Design instr_fetch_unit, sky130hd; sources not shown.
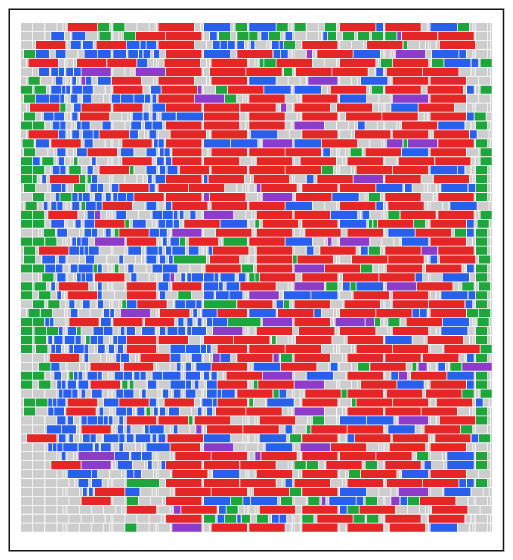
run_1/class_map.png
Fill, decap, tap and diode cells in grey.
[blue] remaining logic cells | cells: 484
[purple] clock drivers and dummy loads | cells: 56
[green] remaining buffers and delay cells | cells: 210
[red] registers | cells: 321
post-route cell area: 16800 sq um
flop share of the area: 55.2%
row count: 57

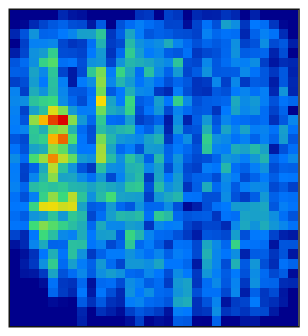
run_1/route_heat.png
30 x 33 tiles, from dark blue (low) to red (high), scaled to the fullest tile. Values are wire area over tile area, all layers added.
mean over tiles: 0.19
fullest tile: 0.79
densest ninth of the die: west
nearly empty tiles: 7.7%
routed wire length per instance: 21.2 um
vias: 8038
GRT Overall Usage: 24.2%
Post-Route WL: 29.0 mm

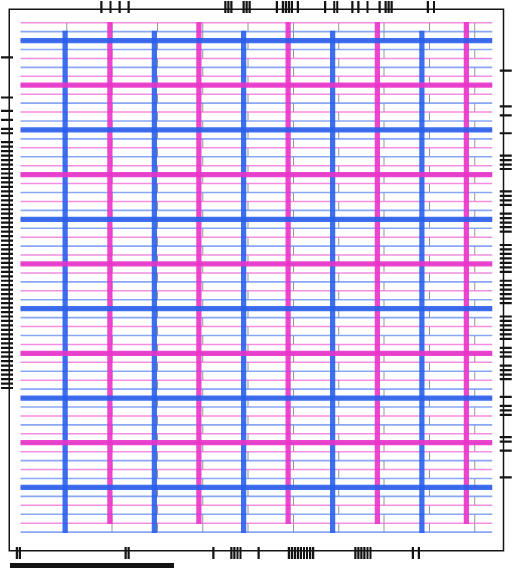
run_1/floorplan.png
Scale bar: 50 um. Pins as bars on the die edge. Tap cells in grey.
[magenta] VDD
[blue] VSS
met5 straps: 11
met1 rails: 58
rows: 57
tap cells: 295
met4 straps: 10
CORE AREA: 22300 sq um
Die Span Y: 164 um

==> results.txt, run 1 <==
Status = complete, no violations
Max FFs per register = 128
Mapped cell area = 13700 sq um
Hold depth = 1
Peak supply drop = 0.000204 V
Final net count = 1135
Register area share after synthesis = 67.8%
Final Hold Viols = 0
Die ar. = 24600 sq um
Crit end category = output pin
Combinational gate area = 4130 sq um
Largest net degree at the start of global routing = 54
Via-to-Cell Ratio = 5.88
Initial antenna violation count = 0
Area leader share = 54.5%
Fp util = 61.5%
Critical path class = reg -> out
Yosys Chip Area = 13700 sq um
Max-cap violations = 0
I/O pins = 168
Worst path required time = 5.12 ns
Yosys cell count = 847
Tool warnings = 32
Post-CTS sizing = 0
Worst Max-Slew Pin Slew = 1.08 ns
Htree depth = 1
Final period utilization = 71.5%
Slew headroom = 27.4%
GP Congestion = 0.943
Dominant Register Cell = edfxtp_1
Ant diodes = 0
Syn_area_per_cell = 16.1 sq um
Synth flops = 321
Critical Path Start Type = register
ANT nets after route = 0
CTS tree = built
PD cells = 391 nW/um^2
Syn Inst Count = 847
run 1: final cells by class:
type	count	share of cell area (%)
Timing Repair Buffer	165	10.3
Tap cell	295	2.20
Buffer	45	1.21
Clock inverter	12	0.663
Multi-Input combinational cell	458	24.6
Clock buffer	44	5.24
Inverter	26	0.596
Sequential cell	321	55.2
run 1: Yosys cell counts, drive strengths merged, types with 7 or more instances:
cell type,n
inv,26
and2,67
xor2,15
o211ai,12
nand2,49
edfxtp,248
clkbuf,26
nand4,15
dfrtp,73
mux2,17
nand3,28
nor2,17
o21ai,29
buf,19
mux4,62
ha,16
xnor2,36
and3,12
nor4,12
and4,7
run 1: report_power, final:
part / leakage [uW] / switching, uW / total (uW) / internal (uW)
Clock: 0.000500 / 715 / 1750 / 1040
Sequential: 0.00311 / 124 / 2510 / 2390
Combinational: 0.00211 / 1420 / 2310 / 891
Total: 0.00572 / 2260 / 6580 / 4310
run 1: kinds of logic (layout without fill, tap and decap cells):
group | count (synthesis) | after routing | share of synthesized area, %
multiplexers | 81 | 81 | 11.8
AND/OR/NAND/NOR | 234 | 234 | 9.86
flip-flops | 321 | 321 | 67.8
buffers and inverters | 71 | 292 | 2.21
AND-OR/OR-AND | 70 | 70 | 3.30
other | 1 | 4 | 0.0274
adder cells (fa/ha/maj) | 18 | 18 | 1.76
XOR/XNOR | 51 | 51 | 3.27
run 1: routing by layer:
metal	GRT usage, %	wire (um)	vias to the layer above
li1	-	-	3637
met1	32.3	11700	4055
met2	42.0	14800	294
met3	3.70	1840	52
met4	6.74	646	0
met5	0	0	-
run 1: cell usage in the layout (no fill, tap or decap), types with 7 or more instances in the layout:
cell type / instances
edfxtp_1: 248
clkdlybuf4s50_1: 160
dfrtp_1: 73
and2_1: 67
mux4_2: 62
nand2_1: 49
xnor2_1: 36
clkbuf_1: 32
clkbuf_16: 32
nand3_1: 28
inv_1: 24
o21ai_0: 21
nor2_1: 17
mux2_2: 17
ha_1: 16
xor2_1: 15
nand4_1: 14
o211ai_1: 12
buf_2: 10
and3_1: 8
o21ai_1: 8
and4_1: 7
clkinv_2: 7
run 1: per-stage QoR:
step           hold WS [ns]  util [%]  cells  area, sq um  worst slack, ns
6_report              0.562      75.5   1366        16800             1.82
3_3_place_gp          0.522      70.4   1305        15700            0.690
3_5_place_dp          0.543      71.0   1310        15800             1.79
4_1_cts               0.556      75.5   1366        16800             1.73
5_1_grt               0.564      75.5   1366        16800             1.59
2_1_floorplan         0.476         -    850        13700             2.48
run 1: worst max-delay path, stage by stage (launching register included):
cell and delay [ns]:
dfrtp_1 0.33, clkbuf_1 0.49, buf_2 0.46, mux4_2 0.56, and2_1 0.17, clkdlybuf4s50_1 0.75
run_1/port_trees.png
Scale bar: 50 um.
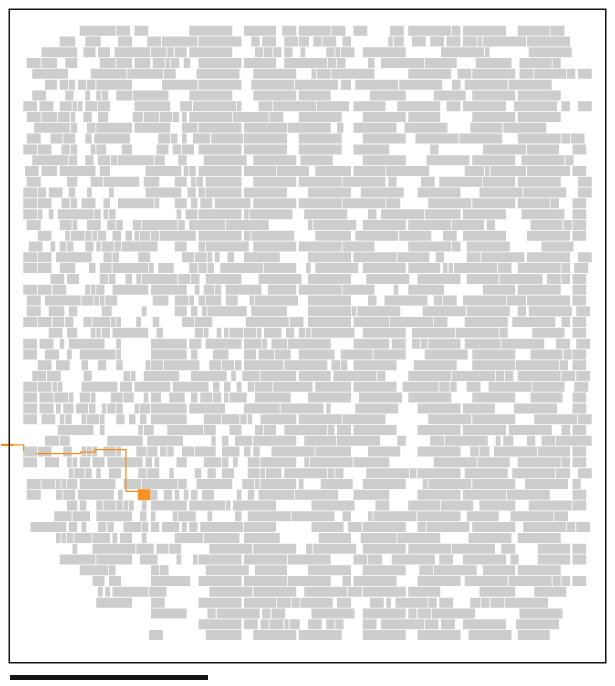

## Run 2: what changed since run 1
--- a/config.mk
+++ b/config.mk
@@ -7,10 +7,10 @@
 export LEC_CHECK = 0
 export CORE_ASPECT_RATIO = 1.1
 export CORE_MARGIN = 3
-export CORE_UTILIZATION = 60
+export CORE_UTILIZATION = 50
 export DETAILED_ROUTE_END_ITERATION = 8
 export GPL_TIMING_DRIVEN = 0
-export PLACE_DENSITY = 0.83
+export PLACE_DENSITY = 0.74
 export SYNTH_ARGS = -nofsm -noshare
 export SYNTH_HDL_FRONTEND = slang
 export SYNTH_SLANG_ARGS = --single-unit
==> constraint.sdc (replaced) <==
create_clock -name clk -period 4.2 [get_ports clk]
set_input_delay 0.84 -clock clk [delete_from_list [all_inputs] [get_ports clk]]
set_output_delay 0.84 -clock clk [all_outputs]
set_load 0.05 [all_outputs]
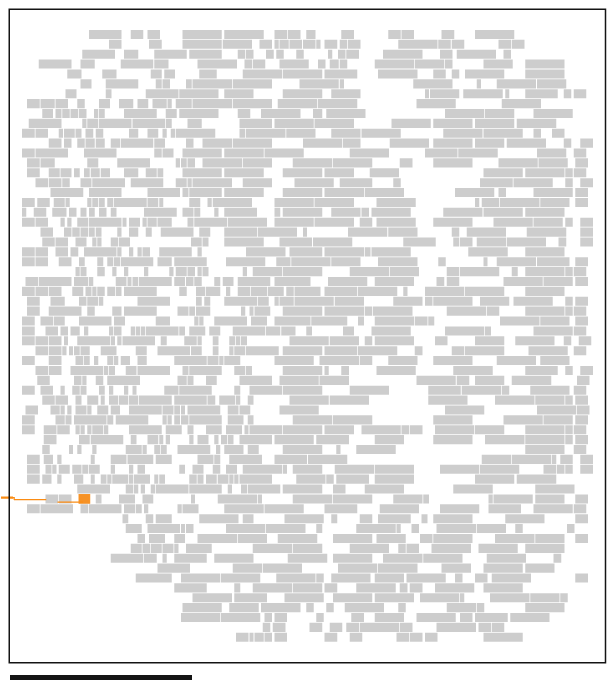
run_2/port_trees.png
Scale bar: 50 um.
[orange] imem_req_ready | bits: 1 | direction: input | edge: west | end cells: 1 | buffers: 1 | wire: 16.8 um
IO Port Bufs: 160
I/O pins: 168

==> run 2 against run 1 <==
  * Via count is 1.4% lower
  * Highest routed layer unchanged
  * Wire length shrank 1.6%
  * Combinational power is 51% higher
  * Clock-buffer cell count fell by 4
  * Total power increased by 53%
  * Hold slack worse by 0.0096 ns
  * Core utilization is 12 points lower
  * Synthesized cell count unchanged
  * Sequential power increased by 53%
  * Largest cell class unchanged
  * Clock skew grew 0.0070 ns
  * Non-clock buffer count fell by 2
==> results.txt, run 2 <==
Status = complete, no violations
PD cells = 596 nW/um^2 (+52%)
Sw frac = 34.6% (+0.21 points)
Die Span Y = 179 um (+9.2%)
CTS tree = built
M1 WL = 12.2 mm (+4.1%)
Max-cap violations = 0 (unchanged)
Max FFs per register = 128 (unchanged)
Mapped cell area = 13700 sq um (unchanged)
Slew headroom = 26.5% (-0.94 points)
Combinational share of power = 34.6% (-0.6 points)
Dominant Register Cell = edfxtp_1
Seq pwr share = 38.2% (about the same)
Internal power = 6580 uW (+53%)
Ant diodes = 0 (unchanged)
XOR Share, Synth = 3.27% (unchanged)
Synth logic family = multiplexers
Metal3 WL = 1.73 mm (-6.0%)
Final net count = 1134 (-0.088%)
Metal2 WL = 14.0 mm (-5.2%)
Critical Path Start Type = register
Register area share after synthesis = 67.8% (unchanged)
Combinational gate area = 4130 sq um (unchanged)
Worst path required time = 3.36 ns (-1.76 ns)
Syn_area_per_cell = 16.1 sq um (unchanged)
Yosys aoi share = 3.30% (unchanged)
Post-synth top cells = 248 x edfxtp_1, 73 x dfrtp_1, 67 x and2_1
Adder share = 1.76% (unchanged)
Tool warnings = 33 (+3.1%)
Crit end category = output pin
Routed wire length per instance = 20.1 um (-5.4%)
Yosys cell count = 847 (unchanged)
ANT nets after route = 0 (unchanged)
Post-CTS sizing = 0 (unchanged)
Via-to-Cell Ratio = 5.57 (-5.3%)
Area leader share = 54.5% (unchanged)
Sw power = 3490 uW (+54%)
Power share of the clock group = 27.2% (+0.6 points)
Highest signal layer in the routed design = met4
Row count = 62 (+8.8%)
MUX share of area = 11.8% (unchanged)
Initial antenna violation count = 0 (unchanged)
Post-Layout Cell Count = 1422 (+4.1%)
GP Congestion = 0.897 (-4.9%)
-- run 2: cell counts after synthesis --
No cell type changed its count.
-- run 2: metrics by stage --
| stage | setup TNS [ns] | worst slack [ns] | cell area [sq um] | total power [uW] |
|---|---|---|---|---|
| 2_1_floorplan | 0 | 0.721 | 13700 | 6290 |
| 4_1_cts | 0 | 0.0153 | 16900 | 10200 |
| 3_5_place_dp | 0 | 0.0617 | 15900 | 7440 |
| 3_3_place_gp | -287.08 | -1.19 | 15700 | 7400 |
| 5_1_grt | -0.0997 | -0.0288 | 16900 | 10500 |
| 6_report | 0 | 0.120 | 16900 | 10100 |
-- run 2: critical path: stages, from the launching register on --
cell,delay [ns]
dfrtp_1,0.32
buf_1,0.54
clkbuf_1,0.55
mux4_2,0.39
and2_1,0.17
clkdlybuf4s50_1,0.74
-- run 2: cells by family after synthesis --
kind of cell             Yosys count
AND-OR/OR-AND                     70
other                              1
flip-flops                       321
buffers and inverters             71
AND/OR/NAND/NOR                  234
multiplexers                      81
XOR/XNOR                          51
adder cells (fa/ha/maj)           18
-- run 2: cell type report --
class	instances	share of cell area, %
flip-flops and latches	321	54.9
multi-input cells	458	24.5
repair buffers	165	10.3
clock buffers	40	4.97
well taps	352	2.61
plain buffers	43	1.19
clock inverters	17	0.986
inverters	26	0.593
-- run 2: routing by layer --
| layer | up-vias | global-route usage [%] |
|---|---|---|
| met5 | - | 0 |
| met4 | 0 | 4.87 |
| met3 | 46 | 2.88 |
| met2 | 273 | 32.3 |
| met1 | 3965 | 27.4 |
| li1 | 3639 | - |
-- run 2: power groups by stage --
stage / logic (uW) / registers [uW] / clock network, uW
6_report: 3480 / 3840 / 2740
5_1_grt: 3730 / 3870 / 2920
4_1_cts: 3540 / 3840 / 2780
3_5_place_dp: 3560 / 3880 / 0
3_3_place_gp: 3520 / 3880 / 0
2_1_floorplan: 2320 / 3970 / 0
Power figures rest on the tool's default switching activity, not on a simulated workload.
